Fig. 1: run 1, placement view
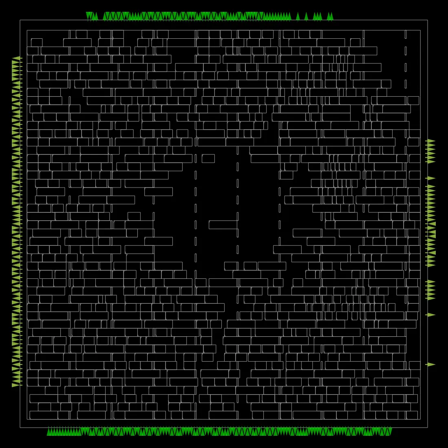
Fig. 2: run 1, met4 routing
Supply wires on this layer in gray.
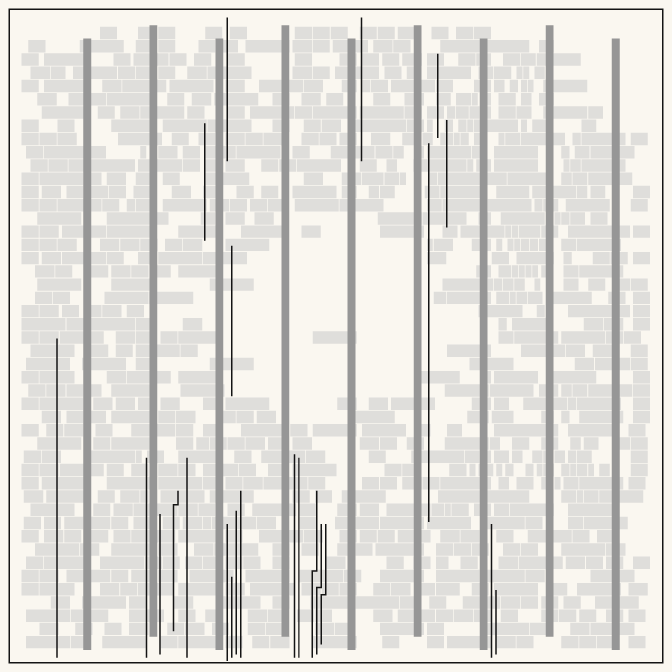
Fig. 3: run 1, signal wires by layer
Bar = 50 um.
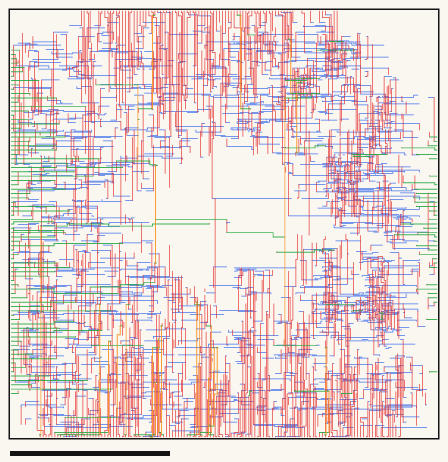
Fig. 4: run 1, the metal 3 layer
Bar = 50 um.
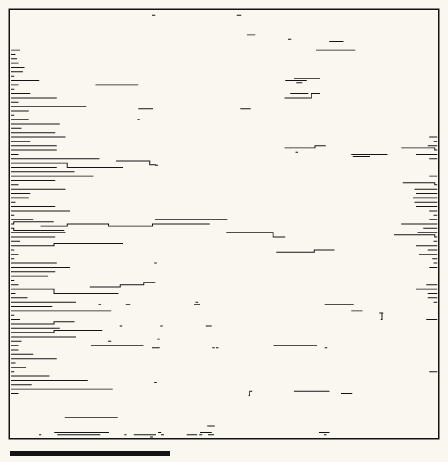
--- src/rtl/gold_nic.sv ---
// gold_nic: network interface between one processing element and its ring router.
// The PE-to-router path is a one-entry injection buffer, released only when the ring
// polarity matches the packet's vc bit. The router-to-PE path is a one-entry ejection
// buffer. Three saturating counters track forwarded, delivered and dropped packets.
module gold_nic #(
    parameter int CNT_W = 16
) (
    input  logic             clk,
    input  logic             reset,
    input  logic             polarity,
    input  logic             pesi,
    output logic             peri,
    input  logic [63:0]      pedi,
    output logic             peso,
    input  logic             pero,
    output logic [63:0]      pedo,
    output logic             net_so,
    input  logic             net_ro,
    output logic [63:0]      net_do,
    input  logic             net_si,
    output logic             net_ri,
    input  logic [63:0]      net_di,
    output logic [CNT_W-1:0] inj_cnt,
    output logic [CNT_W-1:0] ej_cnt,
    output logic [CNT_W-1:0] drop_cnt
);

    localparam logic [CNT_W-1:0] CNT_ZERO = {CNT_W{1'b0}};
    localparam logic [CNT_W-1:0] CNT_MAX  = {CNT_W{1'b1}};
    localparam logic [CNT_W-1:0] CNT_ONE  = CNT_W'(1'b1);

    // Saturating increment: the counter sticks at all-ones instead of wrapping.
    function automatic logic [CNT_W-1:0] sat_inc(input logic [CNT_W-1:0] cnt,
                                                 input logic             en);
        logic [CNT_W-1:0] res;
        if (en && (cnt != CNT_MAX)) begin
            res = cnt + CNT_ONE;
        end else begin
            res = cnt;
        end
        return res;
    endfunction

    // Buffer state
    logic [63:0]      r_inj_buf;
    logic             r_inj_full;
    logic [63:0]      r_ej_buf;
    logic             r_ej_full;
    logic [CNT_W-1:0] r_inj_cnt;
    logic [CNT_W-1:0] r_ej_cnt;
    logic [CNT_W-1:0] r_drop_cnt;

    // Handshake decodes
    logic w_pe_acc;
    logic w_hop_zero;
    logic w_inj_load;
    logic w_inj_drop;
    logic w_net_so;
    logic w_inj_fire;
    logic w_ej_load;
    logic w_ej_fire;

    // Decode the handshakes of both paths from the full flags and the valids.
    // Ready depends only on the full flag, so a draining buffer never refills
    // in the same cycle and the load/fire pairs are mutually exclusive.
    always_comb begin
        w_pe_acc   = 1'b0;
        w_hop_zero = 1'b0;
        w_inj_load = 1'b0;
        w_inj_drop = 1'b0;
        w_net_so   = 1'b0;
        w_inj_fire = 1'b0;
        w_ej_load  = 1'b0;
        w_ej_fire  = 1'b0;

        w_pe_acc   = pesi & ~r_inj_full;
        w_hop_zero = (pedi[55:48] == 8'h00);
        w_inj_load = w_pe_acc & ~w_hop_zero;
        w_inj_drop = w_pe_acc & w_hop_zero;
        w_net_so   = r_inj_full & (r_inj_buf[63] == polarity);
        w_inj_fire = w_net_so & net_ro;
        w_ej_load  = net_si & ~r_ej_full;
        w_ej_fire  = r_ej_full & pero;
    end

    // Injection buffer: latch a live PE packet, release it on a router handshake.
    always_ff @(posedge clk or posedge reset) begin
        if (reset) begin
            r_inj_buf  <= 64'h0;
            r_inj_full <= 1'b0;
        end else if (w_inj_load) begin
            r_inj_buf  <= pedi;
            r_inj_full <= 1'b1;
        end else if (w_inj_fire) begin
            r_inj_full <= 1'b0;
        end else begin
            r_inj_full <= r_inj_full;
        end
    end

    // Ejection buffer: latch a router packet, release it on a PE handshake.
    always_ff @(posedge clk or posedge reset) begin
        if (reset) begin
            r_ej_buf  <= 64'h0;
            r_ej_full <= 1'b0;
        end else if (w_ej_load) begin
            r_ej_buf  <= net_di;
            r_ej_full <= 1'b1;
        end else if (w_ej_fire) begin
            r_ej_full <= 1'b0;
        end else begin
            r_ej_full <= r_ej_full;
        end
    end

    // Statistics counters: each advances at most once per cycle and saturates.
    always_ff @(posedge clk or posedge reset) begin
        if (reset) begin
            r_inj_cnt  <= CNT_ZERO;
            r_ej_cnt   <= CNT_ZERO;
            r_drop_cnt <= CNT_ZERO;
        end else begin
            r_inj_cnt  <= sat_inc(r_inj_cnt, w_inj_fire);
            r_ej_cnt   <= sat_inc(r_ej_cnt, w_ej_fire);
            r_drop_cnt <= sat_inc(r_drop_cnt, w_inj_drop);
        end
    end

    // Outputs come straight from state; only net_so also sees the live polarity.
    assign peri     = ~r_inj_full;
    assign net_so   = w_net_so;
    assign net_do   = r_inj_buf;
    assign net_ri   = ~r_ej_full;
    assign peso     = r_ej_full;
    assign pedo     = r_ej_buf;
    assign inj_cnt  = r_inj_cnt;
    assign ej_cnt   = r_ej_cnt;
    assign drop_cnt = r_drop_cnt;

endmodule

--- config.mk ---
export PLATFORM = sky130hd
export DESIGN_NAME = gold_nic
export DESIGN_NICKNAME = d
export VERILOG_FILES = /design/src/rtl/gold_nic.sv
export SDC_FILE = /design/constraint.sdc
export NUM_CORES = 1
export LEC_CHECK = 0
export CAP_MARGIN = 20
export CORE_MARGIN = 2
export CORE_UTILIZATION = 42
export DETAILED_ROUTE_END_ITERATION = 10
export PLACE_DENSITY_LB_ADDON = 0.3
export SYNTH_ARGS = -nofsm -noshare
export SYNTH_HDL_FRONTEND = slang
export SYNTH_SLANG_ARGS = --single-unit
--- constraint.sdc ---
create_clock -name clk -period 7.7 [get_ports clk]
set_input_delay 0.77 -clock clk [delete_from_list [all_inputs] [get_ports clk]]
set_output_delay 0.77 -clock clk [all_outputs]
set_load 0.1 [all_outputs]
==> run summary, run 1 <==
Physical implementation status

Per the post-route antenna check, the number of violating nets is 0. The via density per instance stands at about 5. The cell area after layout stands at 11100 um^2. The final antenna diode tally reported by the flow is 0. Setup repair after global routing left no endpoint under its margin. Ranked by total cell area, the synthesized netlist is headed by dfrtp_1, mux2_2, xnor2_1. The detailed-route via count stands at between 5000 and 6000. For this run, design rule violations remaining after detail routing come to 0. Per the CTS log, the root buffer master is clkbuf_16. Looking at the reg2reg group, the worst path starts from r_inj_full. Wires add up to 18800 um. The XOR/XNOR share of the synthesized area stands at slightly above 5%.

The later pin in the worst-skew pair is clocked with a latency of about 430 ps. Of the available clock period, the critical path in the final layout requires around 45%. STA puts the critical path data arrival time at roughly 2700 ps. The synth_stat.txt file lists the number of cells as about 490. The cell sequence reported for the critical path is clkdlybuf4s50_1, xnor2_1, and2_1, clkdlybuf4s50_1. The flow ran to the end, and the final reports show no timing, DRC or antenna violations. Counting stages on the worst path, the most repeated cell is clkdlybuf4s50_1. Post-CTS repair ended up resizing 0 cells. After detailed routing, the met2 layer carries between 10000 and 15000 um of wire. Detailed placement finished with a half-perimeter wire length of 14400 um. The register bit total from synthesis stands at around 180. The first global-routing pass estimated slightly below 30000 um of wire. The total cell area reported by yosys after synthesis stands at approximately 7000 um^2. The number of distinct standard cells referenced by the synthesized netlist stands at 33. The top-level I/O count stands at 315.

The least setup slack across all paths after layout stands at 4270 ps. The detailed router's first-iteration violation count stands at 152. Looking at hold timing, the worst path starts from drop_cnt[15]. The number of cells produced by synthesis stands at a little under 500. The critical path contains buffers and inverters numbering 2 combined.

The number of warnings reported in the stage logs is 26. Cells fill 67.3% of the core in the end. Yosys printed 0 warnings.
About Fig. 1:
layout sequential cell count: 178
number of placement rows: 47

About Fig. 2:
nets with wire on the layer = 21
share of all routed wire = 4.0%

About Fig. 3:
blue -> M1  # wire length 6440 um
green -> M3  # wire length 1390 um
orange -> M4  # wire length 752 um
red -> M2  # wire length 10300 um

About Fig. 4:
nets with wire on the layer = 147
share of all routed wire = 7.4%
wire length on this layer = 1390 um
longest straight run = 31.5 um
main direction = horizontal

run 1: worst min path at each step:
stage / end / slack (ps) / cells past startpoint
6_report: drop_cnt[15] / 490 / 1
2_1_floorplan: r_inj_full / 500 / 1
4_1_cts: drop_cnt[5] / 490 / 1
3_3_place_gp: drop_cnt[5] / 480 / 1
5_1_grt: drop_cnt[15] / 510 / 1
3_5_place_dp: drop_cnt[15] / 480 / 1
run 1: area by class of cell:
type	instances	area, um^2
Clock buffer	20	447
Timing Repair Buffer	318	3190
Fill cell	1167	5400
Inverter	5	23.8
Tap cell	220	275
Multi-Input combinational cell	293	2580
Sequential cell	178	4450
Clock inverter	12	154
run 1: cell families after synthesis:
group,Yosys count
adders and majority gates,3
and+or+nand+nor,108
muxes,132
buffers and inverters,20
AOI/OAI and AO/OA,9
DFF,178
xor gates and xnor gates,41
run 1: synth_stat cells, drive strengths merged:
master	instances
a211oi	1
a21o	1
a21oi	2
and2	2
and3	2
and4	3
buf	1
clkbuf	14
dfrtp	178
ha	3
inv	5
mux2	132
nand2	22
nand2b	3
nand3	19
nand4	20
nand4b	1
nor2	15
nor2b	2
nor3	9
nor3b	1
nor4	4
o21a	2
o21ba	1
o21bai	2
or3	2
or4	3
xnor2	26
xor2	15
run 1: metal layers:
layer  GRT usage (%)  vias up
met5               0        -
met2            38.3      203
li1                -     2387
met4            11.1        0
met3            7.63       51
met1            21.9     2594
run 1: flip-flops by register name (all words and copies together) (netlist names):
name / cells
pedo: 64
r_inj_full: 1
ej_cnt: 16
drop_cnt: 16
peso: 1
net_do: 64
inj_cnt: 16
==> run 1 -> run 2 <==
--- a/config.mk
+++ b/config.mk
@@ -7,7 +7,7 @@
 export LEC_CHECK = 0
 export CAP_MARGIN = 20
 export CORE_MARGIN = 2
-export CORE_UTILIZATION = 42
+export CORE_UTILIZATION = 38
 export DETAILED_ROUTE_END_ITERATION = 10
 export PLACE_DENSITY_LB_ADDON = 0.3
 export SYNTH_ARGS = -nofsm -noshare
==> constraint.sdc (replaced) <==
create_clock -name clk -period 2.9 [get_ports clk]
set_input_delay 0.29 -clock clk [delete_from_list [all_inputs] [get_ports clk]]
set_output_delay 0.29 -clock clk [all_outputs]
set_load 0.1 [all_outputs]
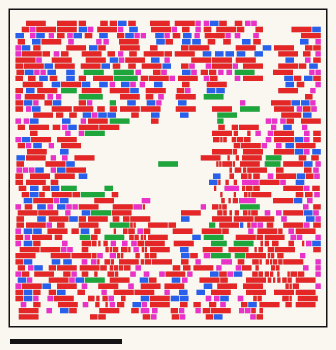
Fig. 5. Sizing map (run 2).
Bar = 50 um.
magenta -> x3 and x4  # cells 194, share 23%, most used buf_4
red -> x1 and smaller  # cells 469, share 57%, most used dfrtp_1
blue -> x2  # cells 134, share 16%, most used mux2_2
green -> x6 and larger  # cells 31, share 3.7%, most used clkbuf_16

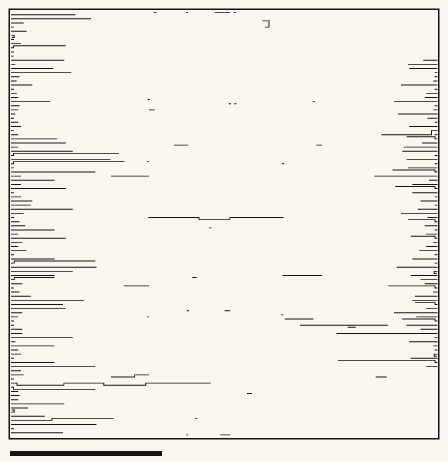
Fig. 6. The metal 3 layer (run 2).
Bar = 50 um.
via count: 5138
GR Util met3: 7.34%
total detailed-routing wirelength: 18400 um

==> run 2 against run 1 <==
- clock skew decreased by 5.5 ps
- setup slack got worse by 3500 ps
- critical path depth increased by 2
- die size increased by 10%
- sequential share of layout area increased by 1.3 points
- count of clock-buffer cells in the layout decreased by 1
- critical endpoint is now drop_cnt[13]
==> run summary, run 2 <==
Physical implementation status

The total cell area reported by yosys after synthesis stands at 7090 um^2 (unchanged). The number of buffer and inverter stages on the critical path is 1 (was 2). The register bit total from synthesis was 178 (unchanged). The count of synthesis-stage warnings from yosys was 0 (unchanged). The number of distinct standard cells referenced by the synthesized netlist stands at 33 (unchanged). The HPWL reported at the end of detailed placement is 14100 um (was 14400 um). Status: completed (unchanged). The global routing's busiest layer is met2 (unchanged). The clock latency of the later-clocked register in the worst-skew pair is 420 ps (was 430 ps). The number of resized instances in the post-cts repair step stands at 0 (unchanged). The standard-cell row count stands at 49 (was 47). The root buffer selected by CTS was clkbuf_16 (unchanged). Top cells by area: dfrtp_1, mux2_2, xnor2_1 (unchanged).

The wire length of the first global-routing pass was 29000 um (was 29700 um). The arrival time reported for the critical path endpoint came to 2440 ps (was 2660 ps). The number of synthesized flops with an enable pin stands at 0 (unchanged).

The met1 demand-to-capacity share in global routing is 21.1% (was 21.9%). The final routed DRC violation total came to 0 (unchanged). The yosys cell count stands at 491 (unchanged). The met2 global-route usage came to 31.8% (was 38.3%). Unrepaired setup endpoints after global routing: no (unchanged). The async set-reset flop share out of synthesis stands at 100% (unchanged). Leading cell types by count after synthesis: dfrtp_1, mux2_2, xnor2_1, nand2_1, nand4_1 (unchanged). OpenROAD reports that the post-layout worst path occupies around 73% of the period.

The least setup slack across all paths after layout was 796 ps (was 4270 ps). The top-level I/O count stands at 315 (unchanged). The number of cells produced by synthesis is 491 (unchanged). The most numerous cell in the Yosys netlist was dfrtp_1 (unchanged). The number of fill cells stands at 1453 (was 1167).

The number of routed nets with antenna violations stands at 0 (unchanged).
## run 2: through the flow
step / hold slack, ps / instance area, um^2
floorplan: 390 / 7090
finish: 358 / 10800
global placement: 490 / 10100
global route: 384 / 10800
detailed placement: 493 / 10100
CTS: 374 / 10800
## run 2: final cells by class
type                       instances  area (um^2)  area share [%]
inverter                           5         22.5           0.209
tap                              229          287            2.66
timing repair buffer             320         2800            26.0
clock inverter                    13          173            1.60
multi-input combinational        293         2580            23.9
clock buffer                      19          453            4.21
sequential                       178         4450            41.4
## run 2: per-layer routing
layer	part of all wire (%)	vias to the layer above	routed length (um)
met4	2.6	0	469
met3	9.2	29	1690
met5	0	-	0
li1	-	2387	-
met1	38	2507	7040
met2	50	215	9170
## run 2: cells by family after synthesis
| family | after synthesis | share of synthesized area [%] |
|---|---|---|
| xor+xnor | 41 | 5.06 |
| fa+ha+maj | 3 | 0.529 |
| compound gates | 9 | 1.08 |
| simple gates | 108 | 8.49 |
| flops | 178 | 62.8 |
| mux | 132 | 21.0 |
| buf+inv | 20 | 1.06 |
## run 2: tightest hold or removal path: cells and delay by family
kind	cells	cell delay (ps)
buffers and inverters	3	890
## run 2: path summary, 6_finish.rpt
path                              from  slack, ps           end  depth (start not counted)
setup / recovery              pedi[48]        800  drop_cnt[13]                          6
hold / removal                   reset        360   drop_cnt[5]                          3
setup reg to reg            r_inj_full        850     net_do[0]                          4
hold reg to reg            drop_cnt[7]        510   drop_cnt[7]                          1
max in group asynchronous        reset       2160     ej_cnt[1]                          3
min in group clk              pedi[38]        480    net_do[38]                          2
==> run 2 -> run 3 <==
--- a/config.mk
+++ b/config.mk
@@ -7,7 +7,7 @@
 export LEC_CHECK = 0
 export CAP_MARGIN = 20
 export CORE_MARGIN = 2
-export CORE_UTILIZATION = 38
+export CORE_UTILIZATION = 42
 export DETAILED_ROUTE_END_ITERATION = 10
 export PLACE_DENSITY_LB_ADDON = 0.3
 export SYNTH_ARGS = -nofsm -noshare
==> constraint.sdc (replaced) <==
create_clock -name clk -period 2 [get_ports clk]
set_input_delay 0.2 -clock clk [delete_from_list [all_inputs] [get_ports clk]]
set_output_delay 0.2 -clock clk [all_outputs]
set_load 0.1 [all_outputs]
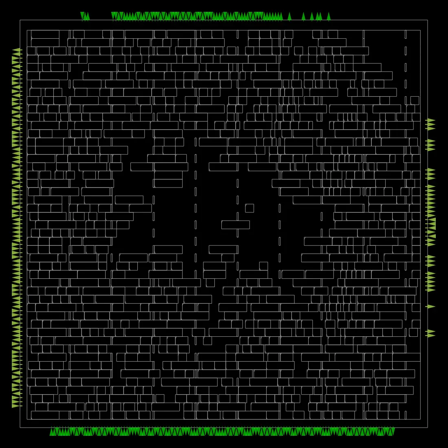
Fig. 7. Placement view (run 3).
register fraction of the total cell area: 41.0%
fillcell total: 1218
placeable core region: 16500 um^2
count of placed standard cells in the final layout, fillers left out: 1061

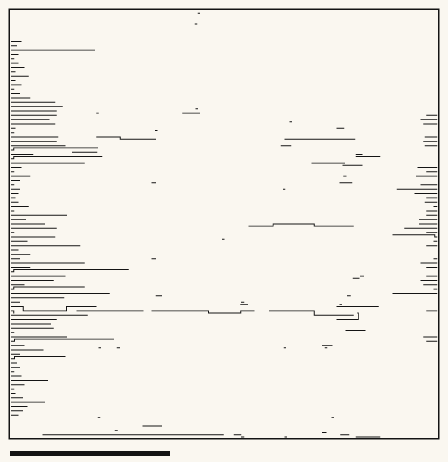
Fig. 8. The metal 3 layer (run 3).
Bar = 50 um.
main direction = horizontal
longest straight run = 56.4 um
nets with wire on the layer = 149
wire length on this layer = 1290 um
share of all routed wire = 6.8%

==> run 3 against run 2 <==
- routed wire length rose by 3.4%
- sequential share of layout area fell by 0.40 points
- critical path depth did not move
- hold slack got worse by 73 ps
- sequential cell count did not move
- utilization rose by 6.5 points
- critical path type unchanged
- setup slack got worse by 770 ps
- register-to-register slack got worse by 700 ps
- highest routed layer unchanged
- first-iteration DRC count fell by 15%
- count of clock-buffer cells in the layout did not move
- largest cell class unchanged
- clock skew barely moved
==> run summary, run 3 <==
Physical implementation status

Status: completed (unchanged). The flop-to-flop setup slack stands at 150 ps (was 850 ps). The async set-reset flop share out of synthesis stands at 100% (unchanged). The count of synthesis-stage warnings from yosys came to 0 (unchanged). The final timing summary puts the cycle share of the worst path at 98.9%.

Leading cell types by count after synthesis: dfrtp_1, mux2_2, xnor2_1, nand2_1, nand4_1 (unchanged). The cell area after layout stands at 10900 um^2 (was 10800 um^2). The HPWL reported at the end of detailed placement stands at 14100 um (about the same). The top-level I/O count stands at 315 (unchanged). The number of synthesized flops with an enable pin stands at 0 (unchanged).

The placed cell area was 10200 um^2 (was 10100 um^2). The most numerous cell in the Yosys netlist is dfrtp_1 (unchanged). The startpoint of the most critical setup path is pedi[49] (was pedi[48]). The final routed DRC violation total stands at 0 (unchanged).

The standard-cell row count is 47 (was 49). The number of routed nets with antenna violations stands at 0 (unchanged). Top cells by area: dfrtp_1, mux2_2, xnor2_1 (unchanged).

The prevailing post-synth register cell is dfrtp_1 (unchanged).
-- run 3: netlist changes by cell type in the layout (fill, tap and decap cells not counted), sizes merged --
cell	previous run	this run
clkinvlp	4	3
clkinv	3	4
buf	186	199
-- run 3: per-layer routing --
layer  track usage (%)  vias to the layer above  wire length [um]
li1                  -                     2413                 -
met1              24.4                     2620              6920
met5                 0                        -                 0
met4              8.39                        0               552
met2              38.0                      193             10200
met3              7.07                       41              1290
-- run 3: layout make-up --
class,count,area (um^2)
Timing Repair Buffer,333,2910
Tap cell,220,275
Sequential cell,178,4450
Multi-Input combinational cell,293,2590
Clock inverter,13,176
Clock buffer,19,443
Inverter,5,22.5
Fill cell,1218,5650
-- run 3: what timing repair did --
action	in CTS	in global routing
resized	0	3
hold buffers	0	0
endpoints found under the setup margin	0	7
-- run 3: kinds of logic (layout without fill, tap and decap cells) --
| kind of cell | after synthesis | in the layout | synth area share [%] |
|---|---|---|---|
| AND-OR/OR-AND | 9 | 9 | 1.08 |
| XOR/XNOR | 41 | 41 | 5.06 |
| adder cells (fa/ha/maj) | 3 | 3 | 0.529 |
| buffers and inverters | 20 | 370 | 1.06 |
| flip-flops | 178 | 178 | 62.8 |
| multiplexers | 132 | 132 | 21.0 |
| AND/OR/NAND/NOR | 108 | 108 | 8.49 |
-- run 3: worst max-delay path: stages --
cell,delay [ps]
clkdlybuf4s50_1,430
or4_4,570
or3_4,410
o21bai_4,230
nor4_4,290
xor2_1,180
-- run 3: stage by stage --
step | TNS, ps | hold slack, ps
after detailed placement | -13740 | 488
after global routing | -20.8 | 325
after CTS | 0 | 307
after global placement | -11320 | 480
final | 0 | 285
after floorplan | -104900 | 300
